**config.mk**
```make
export PLATFORM = sky130hd
export DESIGN_NAME = sample_feeder_flat
export DESIGN_NICKNAME = d
export VERILOG_FILES = /design/src/rtl/sample_feeder_if.sv /design/src/rtl/sample_feeder.sv /design/src/flat_wrapper.sv
export SDC_FILE = /design/constraint.sdc
export NUM_CORES = 1
export LEC_CHECK = 0
export CORE_MARGIN = 1
export CORE_UTILIZATION = 45
export CTS_CLUSTER_SIZE = 20
export DETAILED_ROUTE_END_ITERATION = 8
export SLEW_MARGIN = 20
export SYNTH_ARGS = -nofsm -noshare
export SYNTH_HDL_FRONTEND = slang
export SYNTH_SLANG_ARGS = --single-unit
```
**constraint.sdc**
```tcl
create_clock -name clk -period 5.69 [get_ports clk]
set_clock_uncertainty 0.2 [all_clocks]
set_input_delay 0.8535 -clock clk [delete_from_list [all_inputs] [get_ports clk]]
set_output_delay 0.8535 -clock clk [all_outputs]
set_load 0.005 [all_outputs]
```
**src/rtl/sample_feeder_if.sv**
```systemverilog
// Four-phase request/acknowledge port between the filter (initiator) and the
// sample feeder (responder).
interface sample_feeder_if #(
    parameter int DDWIDTH = 32
);
    logic               in_req;
    logic               in_ack;
    logic [DDWIDTH-1:0] in_data;

    modport master (output in_req, input in_ack, input in_data);
    modport slave  (input in_req, output in_ack, output in_data);
endinterface

```
**src/rtl/sample_feeder.sv**
```systemverilog
// Buffers upstream samples in a circular FIFO and hands one sign-extended word
// to the filter per four-phase handshake.
module sample_feeder #(
    parameter int DWIDTH  = 16,
    parameter int DDWIDTH = 32,
    parameter int DEPTH   = 16,
    parameter int AWIDTH  = 4,
    parameter int CNTW    = 16
) (
    input  logic                clk,
    input  logic                rst,
    input  logic                wr_en,
    input  logic [DWIDTH-1:0]   wr_data,
    input  logic                flush,
    sample_feeder_if.slave      in_port,
    output logic                full,
    output logic                empty,
    output logic [AWIDTH:0]     level,
    output logic [CNTW-1:0]     underrun_cnt,
    output logic [CNTW-1:0]     overflow_cnt
);

    typedef enum logic [1:0] {
        IDLE = 2'd0,
        WAIT = 2'd1,
        ACK  = 2'd2
    } state_t;

    localparam logic [AWIDTH:0] FULL_LEVEL = (AWIDTH+1)'(DEPTH);

    state_t            state, state_next;
    logic [DWIDTH-1:0] mem [DEPTH];
    logic [AWIDTH-1:0] wr_ptr, rd_ptr;
    logic [AWIDTH:0]   level_next;
    logic [DWIDTH-1:0] head;
    logic              pop, count_underrun, wr_accept, wr_drop;

    assign head           = mem[rd_ptr];
    assign in_port.in_ack = (state == ACK);

    // A full FIFO still accepts a write when the same cycle pops; flush discards it silently.
    assign wr_accept = wr_en && !flush && (!full || pop);
    assign wr_drop   = wr_en && !flush && full && !pop;

    always_ff @(posedge clk or negedge rst) begin
        if (!rst) state <= IDLE;
        else      state <= state_next;
    end

    // Pops are suppressed during flush so the clear never races a read.
    always_comb begin
        state_next     = state;
        pop            = 1'b0;
        count_underrun = 1'b0;
        case (state)
            IDLE: begin
                if (in_req_seen()) begin
                    if (!empty && !flush) begin
                        pop        = 1'b1;
                        state_next = ACK;
                    end else if (empty) begin
                        count_underrun = 1'b1;
                        state_next     = WAIT;
                    end
                end
            end
            WAIT: begin
                if (!in_port.in_req) begin
                    state_next = IDLE;
                end else if (!empty && !flush) begin
                    pop        = 1'b1;
                    state_next = ACK;
                end
            end
            ACK: begin
                if (!in_port.in_req) state_next = IDLE;
            end
            default: state_next = IDLE;
        endcase
    end

    function automatic logic in_req_seen();
        return in_port.in_req;
    endfunction

    always_comb begin
        level_next = level;
        if (flush) begin
            level_next = '0;
        end else begin
            case ({wr_accept, pop})
                2'b10:   level_next = level + 1'b1;
                2'b01:   level_next = level - 1'b1;
                default: level_next = level;
            endcase
        end
    end

    always_ff @(posedge clk) begin
        if (wr_accept) mem[wr_ptr] <= wr_data;
    end

    always_ff @(posedge clk or negedge rst) begin
        if (!rst) begin
            wr_ptr          <= '0;
            rd_ptr          <= '0;
            level           <= '0;
            full            <= 1'b0;
            empty           <= 1'b1;
            in_port.in_data <= '0;
            underrun_cnt    <= '0;
            overflow_cnt    <= '0;
        end else begin
            if (flush) begin
                wr_ptr <= '0;
                rd_ptr <= '0;
            end else begin
                if (wr_accept) wr_ptr <= wr_ptr + 1'b1;
                if (pop)       rd_ptr <= rd_ptr + 1'b1;
            end
            level <= level_next;
            full  <= (level_next == FULL_LEVEL);
            empty <= (level_next == '0);
            if (pop) in_port.in_data <= {{(DDWIDTH-DWIDTH){head[DWIDTH-1]}}, head};
            if (count_underrun && (underrun_cnt != '1)) underrun_cnt <= underrun_cnt + 1'b1;
            if (wr_drop && (overflow_cnt != '1))        overflow_cnt <= overflow_cnt + 1'b1;
        end
    end

endmodule
```
**src/flat_wrapper.sv**
```systemverilog
// flat-port wrapper written by rule: the top's interface ports become plain ports
module sample_feeder_flat 
#(
    parameter int DWIDTH  = 16,
    parameter int DDWIDTH = 32,
    parameter int DEPTH   = 16,
    parameter int AWIDTH  = 4,
    parameter int CNTW    = 16
)
  (clk, rst, wr_en, wr_data, flush, full, empty, level, underrun_cnt, overflow_cnt, in_port_in_req, in_port_in_ack, in_port_in_data);
  sample_feeder_if #(.DDWIDTH(DDWIDTH)) in_port_i ();
  input  logic clk;
  input  logic rst;
  input  logic wr_en;
  input  logic [DWIDTH-1:0] wr_data;
  input  logic flush;
  output logic full;
  output logic empty;
  output logic [AWIDTH:0] level;
  output logic [CNTW-1:0] underrun_cnt;
  output logic [CNTW-1:0] overflow_cnt;
  input wire logic [$bits(in_port_i.in_req)-1:0] in_port_in_req;
  output wire logic [$bits(in_port_i.in_ack)-1:0] in_port_in_ack;
  output wire logic [$bits(in_port_i.in_data)-1:0] in_port_in_data;
  assign in_port_i.in_req = in_port_in_req;
  assign in_port_in_ack = in_port_i.in_ack;
  assign in_port_in_data = in_port_i.in_data;
  sample_feeder #(.DWIDTH(DWIDTH), .DDWIDTH(DDWIDTH), .DEPTH(DEPTH), .AWIDTH(AWIDTH), .CNTW(CNTW)) u_core (.clk(clk), .rst(rst), .wr_en(wr_en), .wr_data(wr_data), .flush(flush), .in_port(in_port_i), .full(full), .empty(empty), .level(level), .underrun_cnt(underrun_cnt), .overflow_cnt(overflow_cnt));
endmodule
```
Placed cells, one color a class:
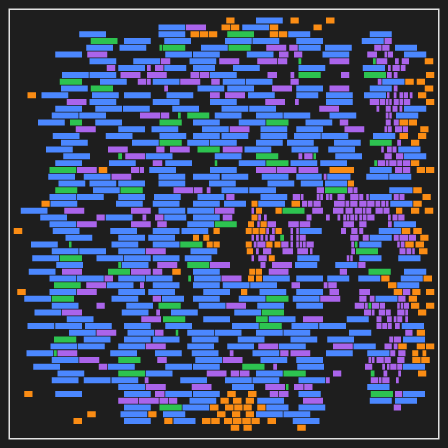
Green is clock drivers and dummy loads, cells 62. Purple is all other logic, cells 338. Orange is other buffers and delay cells, cells 121. Blue is flops, cells 321.
Post-Route Utilization: 55.3%
row count: 61

Where the registers sit:
Other sequential cells in the stronger gray, the rest of the logic in the fainter gray.
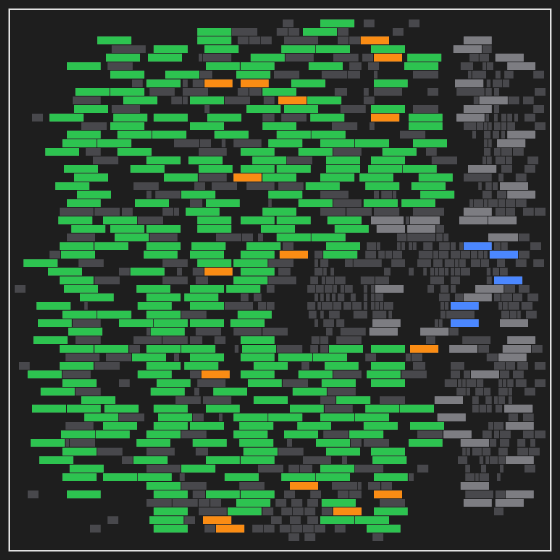
Orange is u_core.in_port.in_data, sequential cells 16. Green is u_core.mem, sequential cells 256. Blue is u_core.level, sequential cells 5, where east.
Another 44 sequential cells are not colored.
sequential power: 2730 uW
register area: 0.00932 mm^2
Seq/total area: 60.2%

Routing congestion:
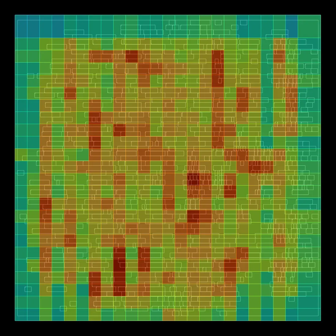
met2 Resource Use GR: 34.0%
Most Crowded Layer GR: met2

Cell area per tile:
The die is cut into 17 by 17 equal tiles; black is low, pale yellow is high, 0 to 100% covered.
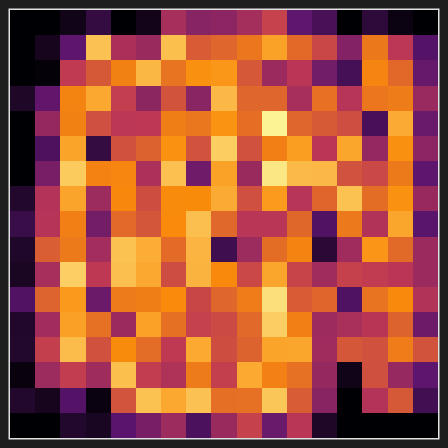
The emptiest ninth of the die: north-west. 6.2% of the tiles are nearly empty. The mean over all tiles is 51%. 19% of the tiles are over 75% full. The fullest tile reaches 98%.
Core ar.: 0.0280 mm^2
Init Core Util: 46.2%

Sizing map:
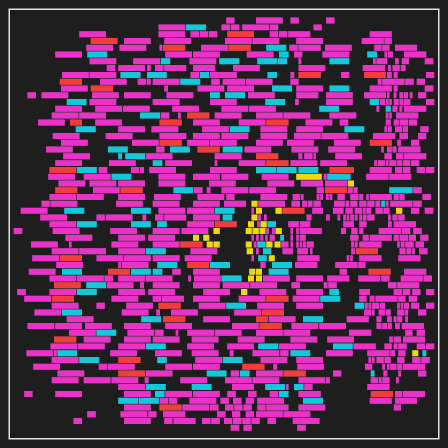
Cyan is drive 2, cells 95, share 11%. Yellow is drive 3 to 4, cells 29, share 3.4%. Magenta is drive 1 or less, cells 673, share 80%. Red is drive 6 and up, cells 45, share 5.3%.
area grow syn2layout: 19.8%
Worst Slack Setup Final: 1.63 ns
Final Cell Area: 0.0155 mm^2
nonclk buf count: 121

-- state kept, by name, indices dropped and copies added (netlist names), 2 cells and up --
register	flops
u_core.mem	256
u_core.in_port.in_data	16
u_core.overflow_cnt	16
u_core.underrun_cnt	16
u_core.level	5
u_core.rd_ptr	4
u_core.wr_ptr	4
u_core.state	2
-- worst max-delay path: cells and delay by family --
family / cells / cell delay [ns]
xor+xnor: 2 / 0.40
buf+inv: 2 / 0.64
simple gates: 1 / 0.42
compound gates: 4 / 1.16
fa+ha+maj: 2 / 0.56
mux: 1 / 0.24
-- logic make-up (layout without fill, tap and decap cells) --
group | Yosys count | in the layout
flip-flops | 321 | 321
multiplexers | 101 | 101
buffers and inverters | 56 | 191
adder cells (fa/ha/maj) | 10 | 10
AND-OR/OR-AND | 39 | 39
XOR/XNOR | 38 | 38
other | 0 | 1
AND/OR/NAND/NOR | 142 | 142
-- per-stage QoR --
step	cells	hold WS, ns	setup slack (ns)
2_1_floorplan	707	0.239	2.08
3_3_place_gp	1157	0.264	1.29
3_5_place_dp	1157	0.284	1.09
4_1_cts	1219	0.290	1.61
5_1_grt	1220	0.313	1.27
6_report	1221	0.282	1.63
-- cell type report --
cell class	count	area share [%]
multi-input cells	330	21.5
well taps	378	3.05
repair buffers	121	7.45
flip-flops and latches	321	60.2
clock buffers	50	6.42
clock inverters	12	1.16
inverters	8	0.202
diodes	1	0.0162
-- layer usage --
layer | part of all wire [%] | up-vias | global-route usage [%]
met5 | 0 | - | 0
met4 | 1.6 | 0 | 5.40
met3 | 6.0 | 35 | 3.54
met2 | 50 | 222 | 34.0
met1 | 43 | 3615 | 26.9
li1 | - | 3007 | -
-- report_power, final --
group,internal (uW),switching [uW]
clock,1440,863
combinational,354,204
sequential,2630,99.5
total,4430,1170
==> run summary <==
yosys + openroad results -> Top cell area share 59.4%, Yosys cell types 43, chip area in the Yosys report 0.0129 mm^2, slew of the pin with the lowest slew margin 1.08 ns, EDFF count, synth 256, R2R Path End u_core.empty$_DFF_PN1_, Yosys top cell by area edfxtp_1, required time of the critical path 5.90 ns, CTS Buffer Depth 3, Hold Startpoint u_core.state[1]$_DFFE_PN0P_, Detailed Place HPWL 16.8 mm, synth cell count leaders edfxtp_1 (256), dfrtp_1 (64), mux4_2 (64), vias in the first global route 7,115, Power Density 361 mW/mm^2, Clock Pin Slew Worst Setup and Hold Paths 0.06 ns, synthesized cell area 0.0129 mm^2, Seq/Total Area, Yosys 72.0%, status finished clean, Die X 172 um, IO buf count 92, CP Data Arrival Time 4.27 ns, Root Buffer clkbuf_16, initial antenna violation count 1, f_max 246 MHz, DR DRC count 0, crit-path cells clkdlybuf4s50_1, or3b_1, a21oi_1, inv_1, ha_1, xor2_1, ha_1, a21oi_1, mux2i_1, xor2_1, o21ai_0, o31ai_1, Final Hold Viols 0, Avg Cell Area, Syn 18.3 um^2, YS warnings 0, R2R Setup Slk 2.07 ns, Final setup viols 0, post-CTS setup buffer count 0, hold path cells 1, fraction of layout instances using a drive strength above 1 20.1%, chip area 0.0294 mm^2, final wirelength 28.1 mm, Tot Pwr 5600 uW, Adder Share, Synth 0.967%, async set or reset register ratio after synthesis 20.2%, Min Clock Period, post-route 4.06 ns, Crit. End Element flop, critical path launch point type input pin, Commonest Layout Cell edfxtp_1, Placer Congestion 0.769, top cells, area edfxtp_1 (59%), dfrtp_1 (12%), mux4_2 (11%), count of tool warnings 30, cell count in the Yosys report 707, global route overflow 0, max-cap violations 0, TritonCTS clock tree done, Registers, synthesis 321, ao+oa area frac 2.39%, global-route wire length before repair 43.0 mm, io pins 93, largest net degree at the start of global routing 66, relative slew slack 27.7%, post-synthesis mux area share 14.2%, htree depth 2, R2R cell count 11, fill cell count 2,161, Gate Area 0.00333 mm^2, Largest logic family multiplexers, via count 6,879, CP max stage delay 0.55 ns, Commonest flop edfxtp_1, Hold-fix buffers, CTS 0, XOR/XNOR Area Share 2.57%, post-synthesis instance total 707, antenna-violating nets left 0, Simple-Gate Area Share 5.49%, DRT iter0 DRCs 589, Leak 0.00527 uW, Final period util 71.4%, WL per Instance 23.0 um, drt first pass iters 5, total negative setup slack 0 ns, most frequent cells in the layout edfxtp_1 (256), clkdlybuf4s50_1 (91), mux4_2 (64), overall routing resource usage 20.1%, Critical R2R Launch u_core.state[1]$_DFFE_PN0P_, peak supply drop 164 uV, Worst Path Max Fanout 10, Insertion Delay late pin 0.50 ns, crit path to u_core.empty$_DFF_PN1_, dpl cell area 0.0143 mm^2, syn_nets 738, drt via density 5.63, # nets final 847, Crit-path slowest cell a21oi_1, die height 172 um, WHS Endpoint u_core.state[0]$_DFFE_PN0P_, Sink Count 321
No activity file was given, so power comes from the tool's default toggle rates.
